Fig. 1: run 1, clock distribution
(1.5 px per µm)
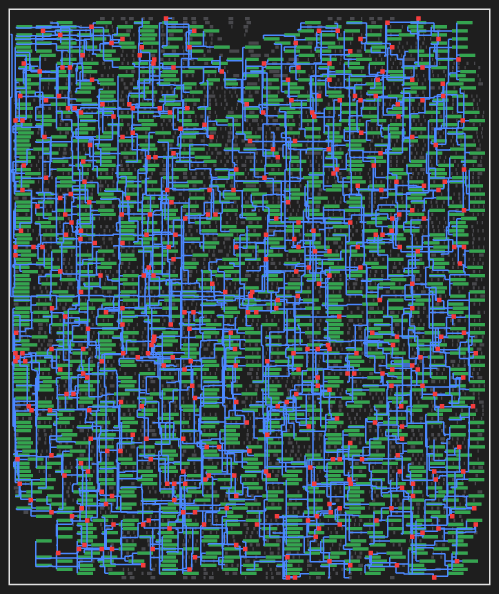
Fig. 2: run 1, met2 routing
(1 px per µm) Cells faint in the background.
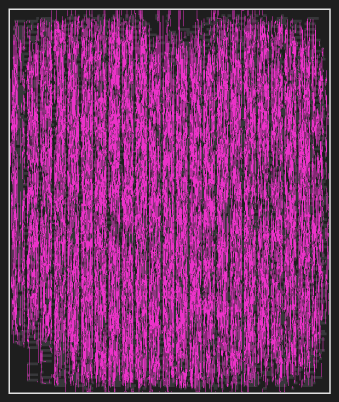
Fig. 3: run 1, placement by cell class
(1 px per µm) Fill, decap, tap and diode cells in grey.
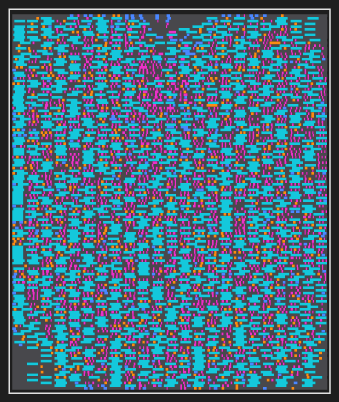
**src/rtl/peaks_readout_fifo.sv**
```systemverilog
// rtl/peaks_readout_fifo.sv - peak record FIFO with a tear-free byte-addressed head window
// Records are stored big-endian so byte address N maps straight onto byte N of the stored vector.
module peaks_readout_fifo #(
  parameter int DEPTH      = 8,
  parameter int PEAKS      = 6,
  parameter int FREQ_WIDTH = 8,
  parameter int AMPL_WIDTH = 16,
  parameter int TIME_WIDTH = 32
) (
  input  logic                        clk,
  input  logic                        reset,
  input  logic                        valid_in,
  input  logic [TIME_WIDTH-1:0]       counter_in,
  input  logic [PEAKS*FREQ_WIDTH-1:0] freqs_in,
  input  logic [PEAKS*AMPL_WIDTH-1:0] amps_in,
  input  logic                        chipselect,
  input  logic                        write,
  input  logic [7:0]                  address,
  input  logic [7:0]                  writedata,
  output logic [7:0]                  readdata,
  output logic                        irq_nonempty
);

  localparam int AW        = $clog2(DEPTH);
  localparam int CW        = AW + 1;
  localparam int REC_W     = TIME_WIDTH + PEAKS * (FREQ_WIDTH + AMPL_WIDTH);
  localparam int REC_BYTES = REC_W / 8;
  localparam logic [CW-1:0] FULL = CW'(DEPTH);

  logic [REC_W-1:0] mem_q [DEPTH];
  logic [REC_W-1:0] rec_in;
  logic [REC_W-1:0] head;
  logic [AW-1:0]    wr_ptr_q, wr_ptr_d, rd_ptr_q, rd_ptr_d;
  logic [CW-1:0]    count_q, count_d;
  logic             overflow_q, overflow_d;
  logic [7:0]       drop_q, drop_d;
  logic [7:0]       readdata_q, readdata_d;
  logic             irq_q, irq_d;
  logic             pop, push, drop, clr;
  logic             unused_writedata;

  assign unused_writedata = ^writedata;

  always_comb begin
    rec_in = '0;
    rec_in[REC_W-1 -: TIME_WIDTH] = counter_in;
    for (int i = 0; i < PEAKS; i++) begin
      rec_in[REC_W-1-TIME_WIDTH-i*FREQ_WIDTH -: FREQ_WIDTH] = freqs_in[i*FREQ_WIDTH +: FREQ_WIDTH];
      rec_in[REC_W-1-TIME_WIDTH-PEAKS*FREQ_WIDTH-i*AMPL_WIDTH -: AMPL_WIDTH] =
        amps_in[i*AMPL_WIDTH +: AMPL_WIDTH];
    end
  end

  // A full FIFO still accepts a push when a pop frees the head slot in the same cycle.
  always_comb begin
    pop  = chipselect && write && (address == 8'h21) && (count_q != '0);
    clr  = chipselect && write && (address == 8'h22);
    push = valid_in && ((count_q != FULL) || pop);
    drop = valid_in && !push;

    wr_ptr_d = push ? wr_ptr_q + 1'b1 : wr_ptr_q;
    rd_ptr_d = pop  ? rd_ptr_q + 1'b1 : rd_ptr_q;
    case ({push, pop})
      2'b10:   count_d = count_q + 1'b1;
      2'b01:   count_d = count_q - 1'b1;
      default: count_d = count_q;
    endcase

    overflow_d = drop | (overflow_q & ~clr);
    drop_d     = drop_q;
    if (clr)
      drop_d = 8'h00;
    else if (drop && drop_q != 8'hFF)
      drop_d = drop_q + 8'h01;

    irq_d = (count_d != '0);
  end

  always_comb begin
    head       = mem_q[rd_ptr_q];
    readdata_d = 8'h00;
    for (int b = 0; b < REC_BYTES; b++) begin
      if (address == 8'(b) && count_q != '0)
        readdata_d = head[REC_W-1-8*b -: 8];
    end
    case (address)
      8'h20:   readdata_d = {{(8-CW){1'b0}}, count_q};
      8'h21:   readdata_d = {overflow_q, 6'b0, count_q == FULL};
      8'h22:   readdata_d = drop_q;
      8'hFF:   readdata_d = 8'hA5;
      default: ;
    endcase
  end

  always_ff @(posedge clk) begin
    if (push)
      mem_q[wr_ptr_q] <= rec_in;
  end

  always_ff @(posedge clk or negedge reset) begin
    if (!reset) begin
      wr_ptr_q   <= '0;
      rd_ptr_q   <= '0;
      count_q    <= '0;
      overflow_q <= 1'b0;
      drop_q     <= 8'h00;
      readdata_q <= 8'h00;
      irq_q      <= 1'b0;
    end else begin
      wr_ptr_q   <= wr_ptr_d;
      rd_ptr_q   <= rd_ptr_d;
      count_q    <= count_d;
      overflow_q <= overflow_d;
      drop_q     <= drop_d;
      readdata_q <= readdata_d;
      irq_q      <= irq_d;
    end
  end

  assign readdata     = readdata_q;
  assign irq_nonempty = irq_q;

endmodule

```
**config.mk**
```make
export PLATFORM = sky130hd
export DESIGN_NAME = peaks_readout_fifo
export DESIGN_NICKNAME = d
export VERILOG_FILES = /design/src/rtl/peaks_readout_fifo.sv
export SDC_FILE = /design/constraint.sdc
export NUM_CORES = 1
export LEC_CHECK = 0
export ABC_AREA = 1
export CAP_MARGIN = 30
export CELL_PAD_IN_SITES_DETAIL_PLACEMENT = 2
export CELL_PAD_IN_SITES_GLOBAL_PLACEMENT = 2
export CORE_ASPECT_RATIO = 1.2
export CORE_MARGIN = 2
export CORE_UTILIZATION = 48
export CTS_BUF_LIST = sky130_fd_sc_hd__clkbuf_4
export CTS_CLUSTER_DIAMETER = 120
export DETAILED_ROUTE_END_ITERATION = 8
export PLACE_DENSITY = 0.84
export SYNTH_ARGS = -nofsm -noshare
export SYNTH_HDL_FRONTEND = slang
export SYNTH_SLANG_ARGS = --single-unit
```
**constraint.sdc**
```tcl
create_clock -name clk -period 28.4 [get_ports clk]
set_clock_uncertainty 0.15 [all_clocks]
set_input_delay 5.68 -clock clk [delete_from_list [all_inputs] [get_ports clk]]
set_output_delay 5.68 -clock clk [all_outputs]
set_load 0.03 [all_outputs]
```
==> GITHUB_STEP_SUMMARY, run 1 <==
## Implementation flow summary

| Metric | Value |
|---|---|
| Number of remaining DRC errors | 0 |
| Area of the core | 118000 µm² |
| Ys cells | 4450 |
| Dominant cell type by area after synthesis | edfxtp_1 |
| Pwr dens | 81.4 nW/µm² |
| Simple-gate portion of the synthesized area | 10.7% |
| Layout clock buffer count | 545 |
| Combinational share of cell area | 19.1% |
| Syn Area/Cell | 12.9 µm² |
| Flop count | 1436 |
| Min Tclk post-route | slightly above 10 ns |
| Crit path launch type | primary input |
| Initial cell density of the core | around half |
| Comb gate area | 12400 µm² |
| Most used flip-flop cell | edfxtp_1 |
| N_taps | 1540 |
| #MultiIn Comb | 2611 |
| Share of cells above drive strength 1 | 13.2% |
| Reg2Reg Depth | 18 |
| Worst-path fanout max | approximately 110 |
| Synth Cell Area | roughly 57000 µm² |
| Diodes inserted | 44 |
| H-tree depth | 5 |
| Hold Path Sink | count_q[3] |
| Synth Seq Share | roughly three quarters |
| Clock power share | 35.8% |
| Worst setup path start | address[2] |
| Post-CTS Hold Buffers | 0 |
| Adder-cell share of the synthesized area | 0.166% |
| FF-to-FF Start | rd_ptr_q[1] |
| Placer Congestion | 0.765 |
| Count of library flops with an enable pin | 1408 |
| P&R area growth vs syn | 13.5% |
| Sw power | 1.63 mW |
| Pre-CTS WS | 17.29 ns |
| Hold path start | count_q[3] |
| Largest net degree at the start of global routing | 192 |
| WP data required | 29.15 ns |
| Utilization after layout | 55.0% |
| Clk Latency, worst-skew pair | 1.40 ns |
| Top pwr grp | registers |
| Combinational fraction of design power | 12.1% |
| R2R Setup Slk | 21.98 ns |
| First-pass GRT wire length | roughly 340000 µm |
| Die width | 319 µm |
| Met1 wire length | 84600 µm |
| Die height | 382 µm |
| Outcome | completed |
| Hold path depth | 1 |
| Int Power | approximately 3.7 mW |
| DP Area | 60500 µm² |
| Final Power | between 5 and 6 mW |
| Non-clock buffers | 259 |
| Met3 global-route usage | between 8 and 9% |
| Invs w/o clock | 126 |
| Vias in the first global route | 47373 |
| Hpwl dp | between 100000 and 150000 µm |
| Fin area | 65000 µm² |
| Post-CTS Resized | 0 |
| Worst slew pin tran | 1.09 ns |
| Worst EP arrival | ~11 ns |
| Placed insts | 5971 |
| Gr ovfl total | 0 |
| Max-cap check violation count | 0 |
| Register area | 43000 µm² |
| Slew Viols, Final | 0 |
| Synth top area cells | edfxtp_1 (74%), o21ai_0 (5.9%), nor2_1 (5.2%) |
| Slowest CP cell | buf_4 |
| P_comb | 0.640 mW |
| Leakage Power | 21.8 nW |
| GRT Overall Usage | 38.3% |
| Post-synthesis xor/xnor area fraction | 0.0917% |
| Final worst setup slack | about 18 ns |
| Final wirelength | between 200000 and 250000 µm |
| Total die area | ~120000 µm² |
## Picture notes: Fig. 1
Green is flip-flops, count 1436. Blue is clock wires, length 27.5 mm. Red is clock-net drivers, count 374.
Position of the flops: spread over the die. There are 375 routed clock nets.

## Picture notes: Fig. 2
The layer holds 51% of the routed length. The wires run mostly vertical.

## Picture notes: Fig. 3
Blue is remaining buffers and delay cells, cells 259, share of their area 4.2%. Magenta is remaining logic cells, cells 2737, share of their area 21%. Cyan is registers, cells 1436, share of their area 68%. Orange is clock drivers and dummy loads, cells 622, share of their area 7.1%.

==> run 1: flip-flops by register name (all words and copies together), names as in the netlist <==
signal	flops
count_q	4
drop_q	8
irq_nonempty	1
mem_q	1408
overflow_q	1
rd_ptr_q	3
readdata	8
wr_ptr_q	3
==> run 1: kinds of logic (layout without fill, tap and decap cells) <==
group	Yosys count	count (layout)
simple gates	1531	1531
flops	1436	1436
compound gates	1067	1067
buf+inv	403	1007
fa+ha+maj	7	7
xor+xnor	6	6
other cells	0	44
==> run 1: critical path, delay by kind of cell <==
kind,cells,cell delay (ns)
buf+inv,7,2.57
simple gates,8,2.35
==> run 2: changes to the inputs <==
Settings changed: CORE_UTILIZATION 48 to 45, PLACE_DENSITY 0.84 to 0.79.
Clock period 28.4 ns to 9.6 ns, I/O delays scaled along.
Fig. 4: run 2, pin placement
Pins as bars across the die edge, other pins in grey.
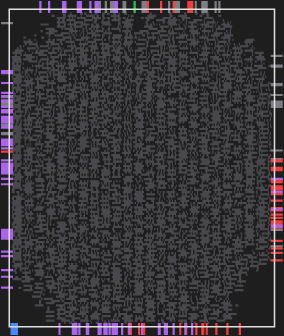
Red is freqs_in, pins 48, direction input, edge 24 right, 15 bottom, 7 top, 2 left. Blue is writedata, pins 8, direction input, edge bottom. Purple is amps_in, pins 96, direction input, edge 46 left, 31 bottom, 14 top, 5 right. Green is valid_in, pins 1, direction input, edge top.

==> run 2 against run 1 <==
Worst hold slack lost 0.053 ns. Non-clock buffer count is 4 higher. Final area up 0.22%. Clock power rose to 2.8 times the previous value. Utilization shrank 3.5 points. Largest power group unchanged.
==> GITHUB_STEP_SUMMARY, run 2 <==
## Implementation flow summary

| Metric | Value |
|---|---|
| Top reg by flops | mem_q |
| Ys cells | 4450 (unchanged) |
| Post-synthesis xor/xnor area fraction | 0.0917% (unchanged) |
| Non-clock buffers | 263 (+1.5%) |
| Final wirelength | 208000 µm (-13%) |
| Reg2Reg Depth | 17 (-1) |
| Met1 wire length | 78700 µm (-6.9%) |
| Pwr dens | 233 nW/µm² (+190%) |
| Sw power | 4.41 mW (+170%) |
| Syn Area/Cell | 12.9 µm² (unchanged) |
| Int Power | 10.8 mW (+190%) |
| Invs w/o clock | 126 (unchanged) |
| Met3 global-route usage | 6.66% (-1.7 points) |
| Hold path depth | 1 (unchanged) |
| Gr ovfl total | 0 (unchanged) |
| Diodes inserted | 34 (-23%) |
| Worst slew pin tran | 1.15 ns (+0.0636 ns) |
| Top logic family | simple AND/OR/NAND/NOR gates |
| Placer Congestion | 0.753 (-1.5%) |
| Fin area | 65200 µm² (+0.22%) |
| Adder-cell share of the synthesized area | 0.166% (unchanged) |
| Final Power | 15.2 mW (+190%) |
| Leakage Power | 21.8 nW (+0.18%) |
| Hold path start | count_q[3] |
| Flop share of the area | 66.0% |
| Largest register FFs | 1408 (unchanged) |
| Worst-path fanout max | 115 (+2.7%) |
| Dominant cell type by area after synthesis | edfxtp_1 |
| Initial cell density of the core | 45.3% (-3.2 points) |
| #MultiIn Comb | 2611 (unchanged) |
| Number of remaining DRC errors | 0 (unchanged) |
| Clock power share | 35.1% (-0.7 points) |
| Hpwl dp | 110000 µm (-6.5%) |
| Synth Cell Area | 57300 µm² (unchanged) |
| R2R Setup Slk | 3.79 ns (-18.19 ns) |
| FF-to-FF Start | rd_ptr_q[1] |
| Worst setup path start | rd_ptr_q[1] |
| Largest net degree at the start of global routing | 236 (+23%) |
| Clk Latency, worst-skew pair | 1.40 ns (about the same) |
| WP data required | 10.59 ns (-18.56 ns) |
| Count of library flops with an enable pin | 1408 (unchanged) |
| Vias in the first global route | 46045 (-2.8%) |
| Fin nets | about 5000 |
| Slew Viols, Final | 0 (unchanged) |
| Min Tclk post-route | 5.81 ns |
| Final worst setup slack | 3.79 ns (-14.42 ns) |
| Die width | 330 µm (+3.2%) |
| GRT Overall Usage | 30.9% (-7.4 points) |
| Die height | 395 µm (+3.2%) |
| Combinational fraction of design power | 11.7% (-0.4 points) |
| Utilization after layout | 51.5% (-3.5 points) |
| Post-CTS Hold Buffers | 0 (unchanged) |
| Register area | 43000 µm² (unchanged) |
| Total die area | 130000 µm² (+6.6%) |
| Placed insts | 6101 (+2.2%) |
| Ys Warns | 0 |
| Synth Seq Share | 75.0% (unchanged) |
| Crit path launch type | flop |
| Max-cap check violation count | 0 (unchanged) |
| H-tree depth | 5 (unchanged) |
| Pre-CTS WS | 3.13 ns (-14.16 ns) |
| Synth top area cells | edfxtp_1 (74%), o21ai_0 (5.9%), nor2_1 (5.2%) |
| Outcome | completed |
| Worst EP arrival | 6.80 ns (-4.13 ns) |
| Flop count | 1436 (unchanged) |
| Most used flip-flop cell | edfxtp_1 |
| Combinational share of cell area | 19.0% (-0.060 points) |
| Share of cells above drive strength 1 | 13.3% (+0.12 points) |
## run 2: cell counts after synthesis
Identical to the previous run, type by type.
## run 2: power by group through the flow
stage	clock network, mW	registers, mW	logic (mW)
2_1_floorplan	0	8.31	0.913
3_3_place_gp	0	8.09	1.66
3_5_place_dp	0	8.18	1.75
4_1_cts	5.32	8.07	1.78
5_1_grt	5.68	8.13	1.89
6_report	5.32	8.08	1.78
## run 2: critical path: stages (launching register included)
cell     delay [ns]
dfrtp_4        0.78
inv_8          0.60
buf_4          0.74
nand3_1        0.17
nand3_1        0.13
nand2_1        0.09
nand2_1        0.09
nand3_1        0.12
nor2_1         0.29
nand4_1        0.30
nor2_1         0.42
nand4_1        0.23
nor2_1         0.22
nand4_1        0.12
nand2_1        0.35
nand4_1        0.17
nand2_1        0.17
nand4_1        0.13
Power figures rest on the tool's default switching activity, not on a simulated workload.
